==> config.mk <==
export PLATFORM = sky130hd
export DESIGN_NAME = ps2_key_decoder
export DESIGN_NICKNAME = d
export VERILOG_FILES = /design/src/rtl/ps2_key_pkg.sv /design/src/rtl/ps2_prefix_timer.sv /design/src/rtl/ps2_key_decoder.sv
export SDC_FILE = /design/constraint.sdc
export NUM_CORES = 1
export LEC_CHECK = 0
export ABC_AREA = 1
export CELL_PAD_IN_SITES_DETAIL_PLACEMENT = 1
export CELL_PAD_IN_SITES_GLOBAL_PLACEMENT = 1
export CORE_UTILIZATION = 40
export CTS_CLUSTER_SIZE = 28
export DETAILED_ROUTE_END_ITERATION = 7
export PLACE_DENSITY = 0.79
export SLEW_MARGIN = 30
export SYNTH_ARGS = -nofsm -noshare
export SYNTH_HDL_FRONTEND = slang
export SYNTH_HIERARCHICAL = 1
export SYNTH_SLANG_ARGS = --single-unit
==> constraint.sdc <==
create_clock -name clk -period 1.69 [get_ports clk]
set_input_delay 0.338 -clock clk [delete_from_list [all_inputs] [get_ports clk]]
set_output_delay 0.338 -clock clk [all_outputs]
set_load 0.005 [all_outputs]
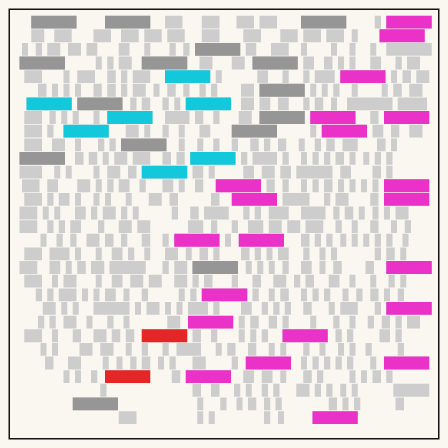
(sequential cells grouped by signal name)
state_reg -> red  # sequential cells 2
u_timer/count_reg -> magenta  # sequential cells 21
key_held -> cyan  # sequential cells 7
not colored = 15
P_seq: 1.10 mW
Flop area: 1130 um2
flop share of the area: 30.1%
Util after Layout: 55.4%

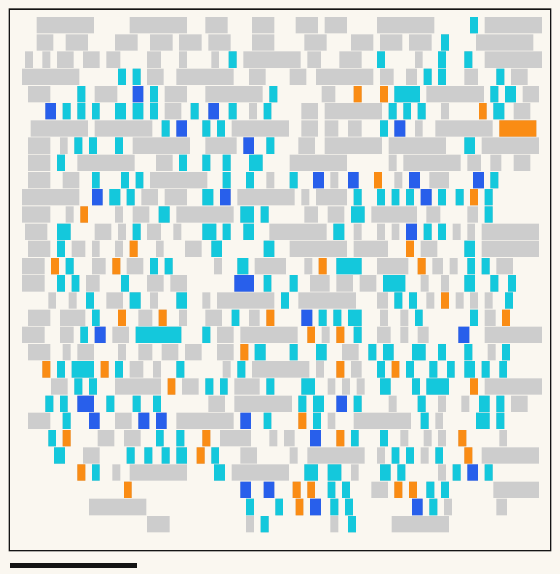
(logic cells by family)
Bar = 20 um.
nand cells -> cyan  # cells 192, where widely spread
aoi and oai cells -> blue  # cells 30, where widely spread
inv cells -> orange  # cells 41
post-route insts no fill: 585
dominant logic cell type in the layout: nand2_1
Comb area share: 40.3%

==> run_results.csv <==
group,metric,value,unit
outcome,status,"finished, violations left",
outcome,violations,"negative hold slack",
routing,wl_per_cell,15.7,um
sta,whs,-0.0215,ns
routing,viasPerCell,5.15,
critical_path,cp-start-kind,"flip-flop",
synthesis,synthTopCellsByCount,"150 x nand2_1, 77 x nor2_1, 45 x dfrtp_1",
cts,clk_latency,0.31,ns
routing,drc,0,
cts,htree_levels,2,
synthesis,synth_flops,45,
synthesis,async_reset_ff_share,100,%
cells_and_area,drive_above_1_share,19.0,%
synthesis,top_area_cell,"dfrtp_1",
synthesis,synthAoiAreaFrac,5.63,%
cts,cts_root_buf,"clkbuf_8",
global_routing,met2_usage,50.9,%
global_routing,grt_busiest_layer,"met2",
cts,path_clk_slew,0.10,ns
critical_path,cp_top_family,"simple AND/OR/NAND/NOR gates",
synthesis,most_common_cell,"nand2_1",
synthesis,yosys_area,2780,um2
synthesis,ys_cells,422,
critical_path,r2r_setup_slack,0.05,ns
sta,hold_viol_final,14,
critical_path,path_buffers,2,
==> where the power goes <==
group / internal, mW / total (mW) / leakage, nW / switching [mW]
combinational: 0.0936 / 0.207 / 1.01 / 0.113
sequential: 1.09 / 1.10 / 0.628 / 0.0120
clock: 0.293 / 0.721 / 0.0374 / 0.428
==> layout make-up <==
type                            count  area (um2)
Timing Repair Buffer               82         756
Clock inverter                      2        15.0
Fill cell                         904        3010
Inverter                           41         166
Multi-Input combinational cell    329        1510
Tap cell                           80         100
Clock buffer                        6        72.6
Sequential cell                    45        1130
==> kinds of logic (layout without fill, tap and decap cells) <==
family	after synthesis	in the layout
AOI/OAI and AO/OA	30	30
xor gates and xnor gates	2	2
adders and majority gates	1	1
buffers and inverters	48	131
DFF	45	45
and+or+nand+nor	296	296
==> what timing repair did <==
| item | CTS | global route |
|---|---|---|
| setup endpoints to repair | 10 | 24 |
| gates cloned | 0 | 1 |
| buffers inserted | 0 | 4 |
| pin swaps | 0 | 4 |
| gates resized | 4 | 17 |
==> worst register-to-register path, cell delays in order, from the launching register on <==
cell	delay [ns]
dfrtp_1	0.42
ha_4	0.17
nand2_4	0.06
inv_2	0.07
nand2_1	0.06
nor2_2	0.13
nand3_2	0.10
nand2_2	0.11
nand2_4	0.09
buf_8	0.16
nand3_1	0.09
nand2_1	0.05
==> layout by cell type, fill, tap and decap left out, types with 2 or more instances in the layout <==
| cell type | instances |
|---|---|
| xor2_1 | 2 |
| buf_12 | 3 |
| nand2_4 | 2 |
| nand4_1 | 8 |
| nor2_1 | 71 |
| buf_4 | 45 |
| clkdlybuf4s50_1 | 30 |
| inv_2 | 4 |
| nor3_1 | 10 |
| nor2_4 | 2 |
| clkinvlp_4 | 2 |
| clkbuf_8 | 5 |
| o21ai_0 | 9 |
| o21ai_1 | 18 |
| nand3_2 | 3 |
| nor2_2 | 19 |
| dfrtp_1 | 45 |
| nand2_2 | 3 |
| nand3_1 | 28 |
| nand2_1 | 147 |
| inv_1 | 35 |
==> stage by stage <==
stage	TNS (ns)	std cells	setup slack (ns)	instance area, um2
detailed placement	-4.01	572	-0.236	3520
global route	-0.286	585	-0.0588	3740
finish	0	585	0.0528	3740
global placement	-2.68	572	-0.160	3520
floorplan	0	422	0.182	2780
CTS	0	580	0.0198	3620
==> per-layer routing <==
metal	vias to the layer above	share of wire [%]
met4	0	2.9
li1	1481	-
met1	1465	41
met3	21	1.9
met2	43	54
met5	-	0
No activity file was given, so power comes from the tool's default toggle rates.
